### src/rtl/memristor_pulse_sequencer_if.sv
// Command handshake and completion status between the user-area control
// logic (master) and the memristor pulse sequencer (slave).
interface memristor_pulse_sequencer_if #(
  parameter int NCH  = 3,
  parameter int PW_W = 8
);
  localparam int CH_W = (NCH > 1) ? $clog2(NCH) : 1;

  logic            cmd_valid;
  logic            cmd_ready;
  logic [CH_W-1:0] cmd_ch;
  logic [1:0]      cmd_op;
  logic [PW_W-1:0] cmd_width;
  logic [3:0]      cmd_repeat;
  logic            abort;
  logic            busy;
  logic            done;
  logic            err;

  modport master (
    output cmd_valid, cmd_ch, cmd_op, cmd_width, cmd_repeat, abort,
    input  cmd_ready, busy, done, err
  );

  modport slave (
    input  cmd_valid, cmd_ch, cmd_op, cmd_width, cmd_repeat, abort,
    output cmd_ready, busy, done, err
  );
endinterface

### src/rtl/memristor_pulse_sequencer.sv
// Drives per-channel SEL/DIGITALIN pins of the memristor core array with
// registered SET/RESET pulses and READ windows, with repeat, gap and abort.
//
// state | meaning
// IDLE  | ready for a command, all drive pins low
// SETUP | DIGITALIN preset one cycle ahead of SEL
// PULSE | SEL asserted (SET/RESET) or read window open (READ)
// GAP   | all drive low between repeated pulses
// DONE  | one-cycle completion, err flags reject/abort
module memristor_pulse_sequencer #(
  parameter int NCH  = 3,
  parameter int PW_W = 8,
  parameter int GAP  = 4
) (
  input  logic                        wb_clk_i,
  input  logic                        rst_n,
  memristor_pulse_sequencer_if.slave  bus,
  output logic [NCH-1:0]              sel_o,
  output logic [NCH-1:0]              din_o,
  output logic                        rd_win
);
  localparam int CH_W  = (NCH > 1) ? $clog2(NCH) : 1;
  localparam int GAP_W = (GAP > 1) ? $clog2(GAP) : 1;

  localparam logic [2:0] S_IDLE  = 3'd0;
  localparam logic [2:0] S_SETUP = 3'd1;
  localparam logic [2:0] S_PULSE = 3'd2;
  localparam logic [2:0] S_GAP   = 3'd3;
  localparam logic [2:0] S_DONE  = 3'd4;

  localparam logic [1:0] OP_SET  = 2'b00;
  localparam logic [1:0] OP_READ = 2'b10;
  localparam logic [1:0] OP_RSVD = 2'b11;

  logic [2:0]       r_state;
  logic [CH_W-1:0]  r_ch;
  logic [1:0]       r_op;
  logic [PW_W-1:0]  r_width;
  logic [3:0]       r_rep;
  logic [PW_W-1:0]  r_cnt;
  logic [GAP_W-1:0] r_gcnt;

  logic [2:0]      w_nxt;
  logic            w_err;
  logic [CH_W-1:0] w_ch;
  logic [1:0]      w_op;
  logic            w_sel_en, w_din_en, w_rd, w_busy, w_ready, w_done;
  logic [NCH-1:0]  w_sel, w_din;

  always_comb begin
    w_nxt = r_state;
    w_err = 1'b0;
    case (r_state)
      S_IDLE:
        if (bus.cmd_valid) begin
          if (bus.cmd_op == OP_RSVD || 32'(bus.cmd_ch) >= NCH) begin
            w_nxt = S_DONE;
            w_err = 1'b1;
          end else begin
            w_nxt = S_SETUP;
          end
        end
      S_SETUP: w_nxt = S_PULSE;
      S_PULSE: if (r_cnt == '0) w_nxt = S_GAP;
      S_GAP:   if (r_gcnt == '0) w_nxt = (r_rep != 4'd0) ? S_SETUP : S_DONE;
      S_DONE:  w_nxt = S_IDLE;
      default: w_nxt = S_IDLE;
    endcase
    if (bus.abort && (r_state == S_SETUP || r_state == S_PULSE || r_state == S_GAP)) begin
      w_nxt = S_DONE;
      w_err = 1'b1;
    end
  end

  // Outputs are decoded from the next state so they register on the same edge.
  always_comb begin
    w_ch     = (r_state == S_IDLE) ? bus.cmd_ch : r_ch;
    w_op     = (r_state == S_IDLE) ? bus.cmd_op : r_op;
    w_sel_en = 1'b0;
    w_din_en = 1'b0;
    w_rd     = 1'b0;
    w_busy   = 1'b1;
    w_ready  = 1'b0;
    w_done   = 1'b0;
    case (w_nxt)
      S_IDLE: begin
        w_busy  = 1'b0;
        w_ready = 1'b1;
      end
      S_SETUP: w_din_en = (w_op == OP_SET);
      S_PULSE: begin
        w_sel_en = (w_op != OP_READ);
        w_din_en = (w_op == OP_SET);
        w_rd     = (w_op == OP_READ);
      end
      S_DONE:  w_done = 1'b1;
      default: w_busy = 1'b1;
    endcase
    for (int i = 0; i < NCH; i++) begin
      w_sel[i] = w_sel_en && (w_ch == CH_W'(i));
      w_din[i] = w_din_en && (w_ch == CH_W'(i));
    end
  end

  always_ff @(posedge wb_clk_i or negedge rst_n) begin
    if (!rst_n) begin
      r_state       <= S_IDLE;
      r_ch          <= '0;
      r_op          <= '0;
      r_width       <= '0;
      r_rep         <= '0;
      r_cnt         <= '0;
      r_gcnt        <= '0;
      sel_o         <= '0;
      din_o         <= '0;
      rd_win        <= 1'b0;
      bus.cmd_ready <= 1'b1;
      bus.busy      <= 1'b0;
      bus.done      <= 1'b0;
      bus.err       <= 1'b0;
    end else begin
      r_state <= w_nxt;
      if (r_state == S_IDLE) begin
        r_ch    <= bus.cmd_ch;
        r_op    <= bus.cmd_op;
        r_width <= (bus.cmd_width == '0) ? PW_W'(1) : bus.cmd_width;
        r_rep   <= bus.cmd_repeat;
      end
      if (w_nxt == S_PULSE && r_state != S_PULSE) r_cnt <= r_width - PW_W'(1);
      else if (r_state == S_PULSE && r_cnt != '0) r_cnt <= r_cnt - PW_W'(1);
      if (w_nxt == S_GAP && r_state != S_GAP) r_gcnt <= GAP_W'(GAP - 1);
      else if (r_state == S_GAP && r_gcnt != '0) r_gcnt <= r_gcnt - GAP_W'(1);
      if (r_state == S_GAP && w_nxt == S_SETUP) r_rep <= r_rep - 4'd1;
      sel_o         <= w_sel;
      din_o         <= w_din;
      rd_win        <= w_rd;
      bus.cmd_ready <= w_ready;
      bus.busy      <= w_busy;
      bus.done      <= w_done;
      bus.err       <= w_done && w_err;
    end
  end
endmodule

### src/flat_wrapper.sv
// flat-port wrapper written by rule: the top's interface ports become plain ports
module memristor_pulse_sequencer_flat 
#(
  parameter int NCH  = 3,
  parameter int PW_W = 8,
  parameter int GAP  = 4
)
  (wb_clk_i, rst_n, sel_o, din_o, rd_win, bus_cmd_valid, bus_cmd_ch, bus_cmd_op, bus_cmd_width, bus_cmd_repeat, bus_abort, bus_cmd_ready, bus_busy, bus_done, bus_err);
  memristor_pulse_sequencer_if #(.NCH(NCH), .PW_W(PW_W)) bus_i ();
  input  logic wb_clk_i;
  input  logic rst_n;
  output logic [NCH-1:0] sel_o;
  output logic [NCH-1:0] din_o;
  output logic rd_win;
  input wire logic [$bits(bus_i.cmd_valid)-1:0] bus_cmd_valid;
  input wire logic [$bits(bus_i.cmd_ch)-1:0] bus_cmd_ch;
  input wire logic [$bits(bus_i.cmd_op)-1:0] bus_cmd_op;
  input wire logic [$bits(bus_i.cmd_width)-1:0] bus_cmd_width;
  input wire logic [$bits(bus_i.cmd_repeat)-1:0] bus_cmd_repeat;
  input wire logic [$bits(bus_i.abort)-1:0] bus_abort;
  output wire logic [$bits(bus_i.cmd_ready)-1:0] bus_cmd_ready;
  output wire logic [$bits(bus_i.busy)-1:0] bus_busy;
  output wire logic [$bits(bus_i.done)-1:0] bus_done;
  output wire logic [$bits(bus_i.err)-1:0] bus_err;
  assign bus_i.cmd_valid = bus_cmd_valid;
  assign bus_i.cmd_ch = bus_cmd_ch;
  assign bus_i.cmd_op = bus_cmd_op;
  assign bus_i.cmd_width = bus_cmd_width;
  assign bus_i.cmd_repeat = bus_cmd_repeat;
  assign bus_i.abort = bus_abort;
  assign bus_cmd_ready = bus_i.cmd_ready;
  assign bus_busy = bus_i.busy;
  assign bus_done = bus_i.done;
  assign bus_err = bus_i.err;
  memristor_pulse_sequencer #(.NCH(NCH), .PW_W(PW_W), .GAP(GAP)) u_core (.wb_clk_i(wb_clk_i), .rst_n(rst_n), .bus(bus_i), .sel_o(sel_o), .din_o(din_o), .rd_win(rd_win));
endmodule
### config.mk
export PLATFORM = sky130hd
export DESIGN_NAME = memristor_pulse_sequencer_flat
export DESIGN_NICKNAME = d
export VERILOG_FILES = /design/src/rtl/memristor_pulse_sequencer_if.sv /design/src/rtl/memristor_pulse_sequencer.sv /design/src/flat_wrapper.sv
export SDC_FILE = /design/constraint.sdc
export NUM_CORES = 1
export LEC_CHECK = 0
export ABC_CLOCK_PERIOD_IN_PS = 4150
export CORE_ASPECT_RATIO = 1.25
export CORE_MARGIN = 8
export CORE_UTILIZATION = 50
export DETAILED_ROUTE_END_ITERATION = 10
export MAX_ROUTING_LAYER = met4
export PLACE_DENSITY = 0.75
export SYNTH_ARGS = -nofsm -noshare
export SYNTH_HDL_FRONTEND = slang
export SYNTH_SLANG_ARGS = --single-unit
### constraint.sdc
create_clock -name wb_clk_i -period 4.15 [get_ports wb_clk_i]
set_input_delay 0.83 -clock wb_clk_i [delete_from_list [all_inputs] [get_ports wb_clk_i]]
set_output_delay 0.83 -clock wb_clk_i [all_outputs]
set_load 0.05 [all_outputs]
Run 1, met1 routing:
Bar = 20 um.
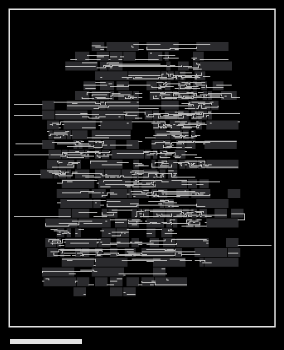
nets with wire on the layer	223
longest straight run	23.0 um
main direction	horizontal
share of all routed wire	47%
wire length on this layer	1960 um

Run 1, metal 2:
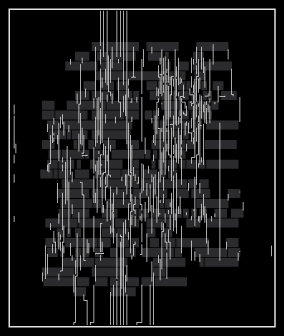
share of all routed wire	48%
longest straight run	38.1 um
nets with wire on the layer	214

Run 1, M3 wires:
Bar = 20 um.
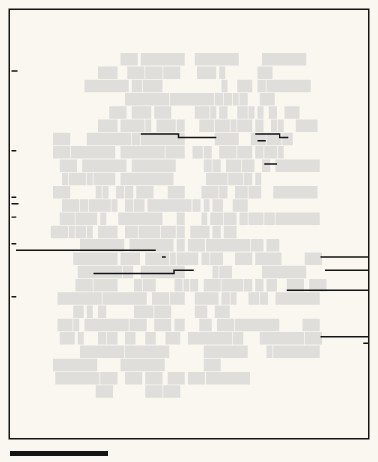
nets with wire on the layer	16
share of all routed wire	3.0%
main direction	horizontal

==> flow_summary.json, run 1 <==
{
  "result_of_the_run": "finished, final reports clean",
  "signal_buffer_area_fraction": 0.129,
  "rsz_0062_raised_after_global_routing": "false",
  "reg2reg_slack_ps": 1450,
  "path_class": "input port to flop",
  "area_of_the_core_sq_um": 4000,
  "route.top_layer_used": "met4",
  "asyncSetResetFlopFracSynth": 1.00,
  "fin_tns_setup_ps": 0,
  "finalWeightedCongestion": 0.836,
  "timing.critical_path.slowest_cell_delay_ps": 520,
  "n_all_inverters": 10,
  "largestClassByArea": "sequential cells",
  "timing.critical_path.to": "u_core.r_cnt[4]",
  "netSwitchingPower_uw": 558,
  "first_iter_violations": 113,
  "grt_util_met1": 0.176,
  "layout_top_cells": "sky130_fd_sc_hd__dfrtp_1, sky130_fd_sc_hd__clkdlybuf4s50_1, sky130_fd_sc_hd__a21oi_1, sky130_fd_sc_hd__nor2_1",
  "crit_end_element": "flop",
  "layout.core_utilization": 0.629,
  "timing.critical_path.depth": 9,
  "synth_top_cell_by_area": "sky130_fd_sc_hd__dfrtp_1",
  "die_w_um": 73.3,
  "final_layout_size_suffix_gt1_frac": 0.155,
  "detailed_route_wire_length_per_cell_um": 14.7,
  "io_buffers": 30,
  "enable_flop_cells": 0,
  "grt_most_used_layer": "met2",
  "final_min_period_over_clock_period": 0.761,
  "reg2reg_to": "u_core.r_cnt[4]",
  "cts.repair.resized": 0,
  "yosysMostFrequentCell": "sky130_fd_sc_hd__dfrtp_1",
  "required_time_reported_for_the_critical_path_endpoint_ps": 4320,
  "min_path_cells": 1,
  "hold_slack_ps": 499,
  "switching_power_as_a_share_of_total_power": 0.371,
  "route.detailed.vias_per_inst": 5.59,
  "power-top-group": "registers",
  "power.ir.vdd_worst_v": 0.000305,
  "count_of_tool_warnings": 27,
  "drc": 0,
  "sequential_cell_area_sq_um": 1000,
  "postSynthRegisterBits": 40,
  "numCtsBuffers": 5,
  "synth_warn": 0,
  "synth-seq-area-share": 0.488,
  "grt_antenna_before_repair": 0,
  "comb_area_share": 0.384,
  "first_pass_iters": 4,
  "worstSkewPairLatency_ps": 290,
  "timing.hold.worst.class": "flop to flop",
  "skew_ps": 3.39,
  "final_critical_path_setup_slack_ps": 994,
  "rr_startpoint": "u_core.r_state[2]",
  "cts_tree": "built",
  "n_antenna_cell": 0,
  "synth.net_count": 216,
  "clkSlewWorstSetupHoldPaths_ps": 80,
  "cpMostUsedCell": "sky130_fd_sc_hd__a21oi_1",
  "instances_no_fill": 282,
  "top_regs": "u_core.r_cnt: 8 flops, u_core.r_width: 8 flops, u_core.r_rep: 4 flops",
  "p_leak_uw": 0.00103,
  "global_route.usage.met3": 0.0355,
  "design.die.area_sq_um": 6420,
  "wire_length_of_the_first_global_routing_pass_um": 7190,
  "post-synth-top-area-fraction": 0.476,
  "n_all_buffers": 34,
  "finalSetupViolations": 0,
  "synth_compound_gate_area_share": 0.156,
  "mostFrequentLayoutCell": "sky130_fd_sc_hd__dfrtp_1",
  "comb_group_uw": 531,
  "cp_slowest_cell": "sky130_fd_sc_hd__clkdlybuf4s50_1",
  "place_inst": 274,
  "worstHoldEndpoint": "u_core.r_rep[3]",
  "met3_length_um": 126,
  "die_height_um": 87.6,
  "hold_buffers": 0,
  "syn-instance-count": 192,
  "worstPathBufferInverterCount": 2,
  "p_clk_uw": 328,
  "hold_path_start": "u_core.r_rep[3]",
  "finalHoldViolations": 0,
  "place_area_sq_um": 2400,
  "grt_util_all_layers": 0.147,
  "routed_wl_um": 4160,
  "clockBufferDepth": 2,
  "yosysChipArea_sq_um": 2050,
  "timing.critical_path.from": "bus_abort",
  "synth-adder-area-share": 0.0244,
  "area.share.sequential": 0.399,
  "xor_share": 0.0299,
  "timing.critical_path.arrival_ps": 3330,
  "critPathLaunchType": "input port",
  "largest_net_degree_at_the_start_of_global_routing": 41,
  "layout.sequential_cells": 40,
  "grt_met2_use": 0.233,
  "synth.mux.area_fraction": 0.0744,
  "netlist_area_sq_um": 2050,
  "cellPowerDensity_nw_per_um2": 599,
  "drv_slew": 0,
  "cell_internal_pwr_uw": 948,
  "top_cells_by_count": "sky130_fd_sc_hd__dfrtp_1, sky130_fd_sc_hd__a21oi_1, sky130_fd_sc_hd__nor2_1",
  "detailed_place_hpwl_um": 3000,
  "comb_cells": 134,
  "cts_root_buffer": "sky130_fd_sc_hd__clkbuf_8",
  "critPathMaxFanout": 12,
  "clock_sinks": 40,
  "synthesis.area_per_instance_sq_um": 10.7,
  "synth.distinct_cells": 52,
  "p_clk_frac": 0.218,
  "time_the_final_worst_path_needs_with_i_o_delays_and_setup_ps": 3160,
  "logic_area_sq_um": 965,
  "power.combinational.fraction": 0.353,
  "ys_top_cells_by_area": "sky130_fd_sc_hd__dfrtp_1, sky130_fd_sc_hd__mux2_2, sky130_fd_sc_hd__a21oi_1",
  "io_pins": 31,
  "placement_rows": 26,
  "yosys.area_share.simple": 0.183,
  "final_standard_cell_area_without_fillers_sq_um": 2510,
  "seq_power_uw": 647,
  "syn2layout_area_growth_pct": 22.6,
  "slew_headroom": 0.436,
  "fill_cells": 336,
  "cap_viol_max_count": 0,
  "yosysCellCount": 192,
  "nets": 249,
  "seq_power_share": 0.430,
  "clock.fmax_ghz": 0.317,
  "clock_network_area_share": 0.0458,
  "ant_nets": 0
}
Run 1, cell placement:
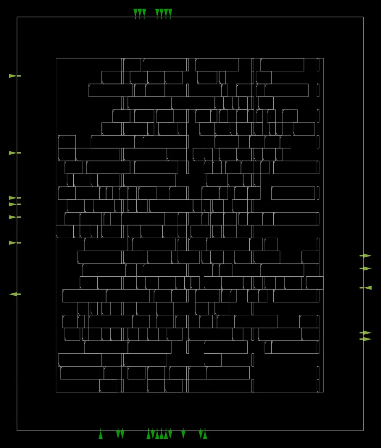

==> run 2: changes to the inputs <==
--- a/config.mk
+++ b/config.mk
@@ -5,10 +5,10 @@
 export SDC_FILE = /design/constraint.sdc
 export NUM_CORES = 1
 export LEC_CHECK = 0
-export ABC_CLOCK_PERIOD_IN_PS = 4150
+export ABC_CLOCK_PERIOD_IN_PS = 2600
 export CORE_ASPECT_RATIO = 1.25
 export CORE_MARGIN = 8
-export CORE_UTILIZATION = 50
+export CORE_UTILIZATION = 48
 export DETAILED_ROUTE_END_ITERATION = 10
 export MAX_ROUTING_LAYER = met4
 export PLACE_DENSITY = 0.75
==> constraint.sdc (replaced) <==
create_clock -name wb_clk_i -period 2.6 [get_ports wb_clk_i]
set_input_delay 0.52 -clock wb_clk_i [delete_from_list [all_inputs] [get_ports wb_clk_i]]
set_output_delay 0.52 -clock wb_clk_i [all_outputs]
set_load 0.05 [all_outputs]
Run 2, cell placement:
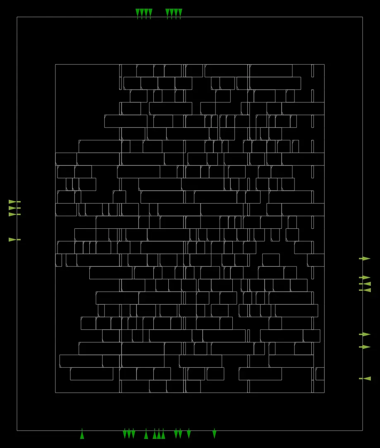
tap cells: 56
Layout fillers: 349

==> run 2 against run 1 <==
Compared with the run above: power up 61%; synthesized area stayed put; sequential power up 59%; clock power increased by 52%; first-iteration DRC count grew 19%; highest routed layer unchanged; sequential cell count stayed put; critical path type is now flop to flop; global-route usage rose by 0.082 points; clock-buffer cell count unchanged.
==> flow_summary.json, run 2 <==
{
  "result_of_the_run": "finished, final reports clean",
  "placement_rows": 26,
  "timing.critical_path.from": "u_core.r_rep[0]",
  "sequential_cell_area_sq_um": 1000,
  "synth_top_cell_by_area": "sky130_fd_sc_hd__dfrtp_1",
  "syn2layout_area_growth_pct": 25.9,
  "time_the_final_worst_path_needs_with_i_o_delays_and_setup_ps": 2330,
  "yosysCellCount": 192,
  "io_buffers": 30,
  "seq_power_share": 0.424,
  "postSynthRegisterBits": 40,
  "n_all_buffers": 43,
  "largest_net_degree_at_the_start_of_global_routing": 41,
  "wire_length_of_the_first_global_routing_pass_um": 7420,
  "grt_most_used_layer": "met2",
  "cp_slowest_cell": "sky130_fd_sc_hd__dfrtp_1",
  "global_route.usage.met3": 0.0258,
  "largestClassByArea": "sequential cells",
  "synth.distinct_cells": 52,
  "cts_tree": "built",
  "yosysMostFrequentCell": "sky130_fd_sc_hd__dfrtp_1",
  "skew_ps": 7.39,
  "syn-instance-count": 192,
  "finalSetupViolations": 0,
  "clock.fmax_ghz": 0.430,
  "worstSkewPairLatency_ps": 290,
  "timing.critical_path.to": "u_core.din_o[2]",
  "timing.critical_path.arrival_ps": 2510,
  "count_of_tool_warnings": 27,
  "finalHoldViolations": 0,
  "xor_share": 0.0299,
  "netSwitchingPower_uw": 883,
  "synth-seq-area-share": 0.488,
  "power-top-group": "registers",
  "critPathMaxFanout": 4,
  "final_critical_path_setup_slack_ps": 273,
  "detailed_place_hpwl_um": 3290,
  "hold_buffers": 0,
  "grt_met2_use": 0.243,
  "rsz_0062_raised_after_global_routing": "false",
  "hold_slack_ps": 336,
  "reg2reg_to": "u_core.din_o[2]",
  "mostFrequentLayoutCell": "sky130_fd_sc_hd__dfrtp_1",
  "timing.critical_path.slowest_cell_delay_ps": 400,
  "layout.sequential_cells": 40,
  "grt_util_met1": 0.171,
  "final_layout_size_suffix_gt1_frac": 0.191,
  "die_w_um": 74.5,
  "synth-adder-area-share": 0.0244,
  "comb_area_share": 0.375,
  "h-tree-depth": 2,
  "layout_top_cells": "sky130_fd_sc_hd__dfrtp_1, sky130_fd_sc_hd__clkdlybuf4s50_1, sky130_fd_sc_hd__a21oi_1, sky130_fd_sc_hd__buf_4, sky130_fd_sc_hd__nor2_1",
  "die_height_um": 89.1,
  "yosys.area_share.simple": 0.183,
  "power.combinational.fraction": 0.370,
  "cellPowerDensity_nw_per_um2": 937,
  "synth_compound_gate_area_share": 0.156,
  "critPathLaunchType": "flop",
  "cts.repair.resized": 0,
  "area_of_the_core_sq_um": 4100,
  "cell_internal_pwr_uw": 1540,
  "signal_buffer_area_fraction": 0.152,
  "ys_top_cells_by_area": "sky130_fd_sc_hd__dfrtp_1, sky130_fd_sc_hd__mux2_2, sky130_fd_sc_hd__a21oi_1",
  "final_min_period_over_clock_period": 0.895,
  "ant_nets": 0,
  "place_area_sq_um": 2470,
  "final_standard_cell_area_without_fillers_sq_um": 2580,
  "routed_wl_um": 4290,
  "cts_root_buffer": "sky130_fd_sc_hd__clkbuf_8",
  "logic_area_sq_um": 970,
  "rr_startpoint": "u_core.r_rep[0]",
  "nets": 258,
  "p_clk_frac": 0.206,
  "netlist_area_sq_um": 2050,
  "synth_warn": 0,
  "path_class": "flop to flop",
  "required_time_reported_for_the_critical_path_endpoint_ps": 2780,
  "grt_antenna_before_repair": 0,
  "drv_slew": 0,
  "instances_no_fill": 291,
  "worstPathBufferInverterCount": 2,
  "route.detailed.vias_per_inst": 5.67,
  "enable_flop_cells": 0,
  "top_cells_by_count": "sky130_fd_sc_hd__dfrtp_1, sky130_fd_sc_hd__a21oi_1, sky130_fd_sc_hd__nor2_1",
  "reg2reg_slack_ps": 270,
  "area.share.sequential": 0.388,
  "synth.net_count": 216,
  "post-synth-top-area-fraction": 0.476,
  "grt_util_all_layers": 0.148,
  "met3_length_um": 171,
  "route.top_layer_used": "met4",
  "clockBufferDepth": 2,
  "first_iter_violations": 135,
  "n_antenna_cell": 0,
  "n_all_inverters": 10,
  "numCtsBuffers": 5,
  "clock_network_area_share": 0.0431,
  "timing.hold.worst.class": "input port to async pin",
  "fin_tns_setup_ps": 0,
  "timing.critical_path.depth": 8,
  "comb_cells": 134,
  "power.ir.vdd_worst_v": 0.000414,
  "p_leak_uw": 0.00107,
  "top_regs": "u_core.r_cnt: 8 flops, u_core.r_width: 8 flops, u_core.r_rep: 4 flops",
  "synth.mux.area_fraction": 0.0744,
  "asyncSetResetFlopFracSynth": 1.00,
  "seq_power_uw": 1030,
  "place_inst": 283,
  "switching_power_as_a_share_of_total_power": 0.365,
  "detailed_route_wire_length_per_cell_um": 14.7,
  "clock_sinks": 40,
  "clkSlewWorstSetupHoldPaths_ps": 80,
  "io_pins": 31,
  "design.die.area_sq_um": 6640
}
Run 2, metal 2:
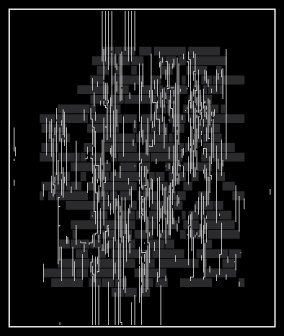
wire length on this layer	2210 um
main direction	vertical

==> run 3: changes to the inputs <==
--- a/config.mk
+++ b/config.mk
@@ -9,6 +9,7 @@
 export CORE_ASPECT_RATIO = 1.25
 export CORE_MARGIN = 8
 export CORE_UTILIZATION = 48
+export CTS_CLUSTER_SIZE = 8
 export DETAILED_ROUTE_END_ITERATION = 10
 export MAX_ROUTING_LAYER = met4
 export PLACE_DENSITY = 0.75
Run 3, metal 2:
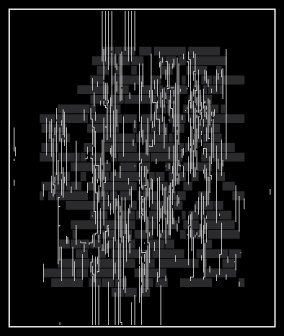
wire length on this layer	2210 um
share of all routed wire	52%
longest straight run	30.9 um
main direction	vertical
nets with wire on the layer	230

Run 3, M3 wires:
Bar = 20 um.
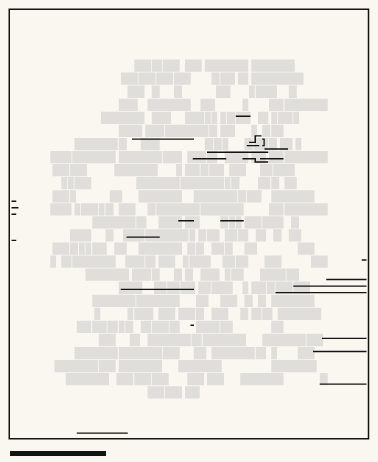
longest straight run	18.6 um
main direction	horizontal
nets with wire on the layer	22
share of all routed wire	4.0%

==> run 3 against run 2 <==
Compared with the run above: sequential share of layout area stayed put; critical path depth unchanged; combinational power about the same; power did not move; largest cell class unchanged; highest routed layer unchanged.
==> flow_summary.json, run 3 <==
{
  "syn2layout_area_growth_pct": 25.9,
  "syn-instance-count": 192,
  "comb_cells": 134,
  "timing.critical_path.to": "u_core.din_o[2]",
  "place_area_sq_um": 2470,
  "cts_root_buffer": "sky130_fd_sc_hd__clkbuf_8",
  "area_of_the_core_sq_um": 4100,
  "synth.distinct_cells": 52,
  "mostFrequentLayoutCell": "sky130_fd_sc_hd__dfrtp_1",
  "nets": 258,
  "netlist_area_sq_um": 2050,
  "logic_area_sq_um": 970,
  "synth-adder-area-share": 0.0244,
  "ys_top_cells_by_area": "sky130_fd_sc_hd__dfrtp_1, sky130_fd_sc_hd__mux2_2, sky130_fd_sc_hd__a21oi_1",
  "clock.fmax_ghz": 0.430,
  "power.combinational.fraction": 0.370,
  "grt_met2_use": 0.243,
  "p_leak_uw": 0.00107,
  "io_buffers": 30,
  "hold_buffers": 0,
  "largest_net_degree_at_the_start_of_global_routing": 41,
  "post-synth-top-area-fraction": 0.476,
  "largestClassByArea": "sequential cells",
  "timing.critical_path.from": "u_core.r_rep[0]",
  "seq_power_uw": 1030,
  "fill_cells": 349,
  "synth.net_count": 216,
  "top_cells_by_count": "sky130_fd_sc_hd__dfrtp_1, sky130_fd_sc_hd__a21oi_1, sky130_fd_sc_hd__nor2_1",
  "timing.critical_path.depth": 8,
  "path_class": "flop to flop",
  "post-cts-setup-buffers": 0,
  "place_inst": 283,
  "cts_tree": "built",
  "netSwitchingPower_uw": 883,
  "yosys.area_share.simple": 0.183,
  "top_regs": "u_core.r_cnt: 8 flops, u_core.r_width: 8 flops, u_core.r_rep: 4 flops",
  "grt_util_met1": 0.171,
  "switching_power_as_a_share_of_total_power": 0.365,
  "cellPowerDensity_nw_per_um2": 937,
  "p_clk_frac": 0.206,
  "critPathTopFamily": "AND-OR/OR-AND gates",
  "route.top_layer_used": "met4",
  "io_pins": 31,
  "power.ir.vdd_worst_v": 0.000414,
  "grt_most_used_layer": "met2",
  "timing.critical_path.arrival_ps": 2510,
  "synth-seq-area-share": 0.488,
  "critPathLaunchType": "flop",
  "clock_network_area_share": 0.0431,
  "synth.mux.area_fraction": 0.0744,
  "cell_internal_pwr_uw": 1540,
  "grt_util_all_layers": 0.148,
  "numCtsBuffers": 5,
  "wire_length_of_the_first_global_routing_pass_um": 7420,
  "final_layout_size_suffix_gt1_frac": 0.191,
  "critPathMaxFanout": 4,
  "required_time_reported_for_the_critical_path_endpoint_ps": 2780,
  "design.die.area_sq_um": 6640,
  "h-tree-depth": 2,
  "postSynthRegisterBits": 40,
  "synth_warn": 0,
  "signal_buffer_area_fraction": 0.152,
  "met3_length_um": 171,
  "n_all_inverters": 10,
  "globalRouteOverflowTotal": 0,
  "skew_ps": 7.39,
  "grt_antenna_before_repair": 0,
  "die_height_um": 89.1,
  "time_the_final_worst_path_needs_with_i_o_delays_and_setup_ps": 2330,
  "layout.sequential_cells": 40,
  "finalHoldViolations": 0,
  "clock_sinks": 40,
  "timing.critical_path.slowest_cell_delay_ps": 400,
  "synth_top_cell_by_area": "sky130_fd_sc_hd__dfrtp_1",
  "result_of_the_run": "finished, final reports clean",
  "die_w_um": 74.5,
  "reg2reg_slack_ps": 270,
  "worstPathBufferInverterCount": 2,
  "finalSetupViolations": 0,
  "layout_top_cells": "sky130_fd_sc_hd__dfrtp_1, sky130_fd_sc_hd__clkdlybuf4s50_1, sky130_fd_sc_hd__a21oi_1, sky130_fd_sc_hd__buf_4, sky130_fd_sc_hd__nor2_1",
  "drc": 0,
  "route.detailed.vias_per_inst": 5.67,
  "detailed_route_wire_length_per_cell_um": 14.7,
  "yosysCellCount": 192,
  "power-top-group": "registers",
  "hold_slack_ps": 336,
  "yosysMostFrequentCell": "sky130_fd_sc_hd__dfrtp_1",
  "cp_slowest_cell": "sky130_fd_sc_hd__dfrtp_1",
  "reg2reg_to": "u_core.din_o[2]",
  "final_standard_cell_area_without_fillers_sq_um": 2580,
  "global_route.usage.met3": 0.0258,
  "n_antenna_cell": 0,
  "nWellTaps": 56,
  "synth_compound_gate_area_share": 0.156,
  "final_critical_path_setup_slack_ps": 273,
  "drv_slew": 0,
  "routed-wl-met2_um": 2210,
  "final_min_period_over_clock_period": 0.895,
  "enable_flop_cells": 0,
  "instances_no_fill": 291,
  "timing.hold.worst.class": "input port to async pin",
  "seq_power_share": 0.424,
  "worstSkewPairLatency_ps": 290,
  "n_all_buffers": 43,
  "clkSlewWorstSetupHoldPaths_ps": 80,
  "rr_startpoint": "u_core.r_rep[0]",
  "first_iter_violations": 135,
  "cts.repair.resized": 0,
  "rsz_0062_raised_after_global_routing": "false",
  "detailed_place_hpwl_um": 3290,
  "xor_share": 0.0299,
  "placement_rows": 26,
  "sequential_cell_area_sq_um": 1000,
  "clockBufferDepth": 2,
  "asyncSetResetFlopFracSynth": 1.00,
  "fin_tns_setup_ps": 0,
  "routed_wl_um": 4290,
  "count_of_tool_warnings": 27,
  "comb_area_share": 0.375,
  "area.share.sequential": 0.388,
  "ant_nets": 0
}
Power is estimated from default activity; no workload was simulated.
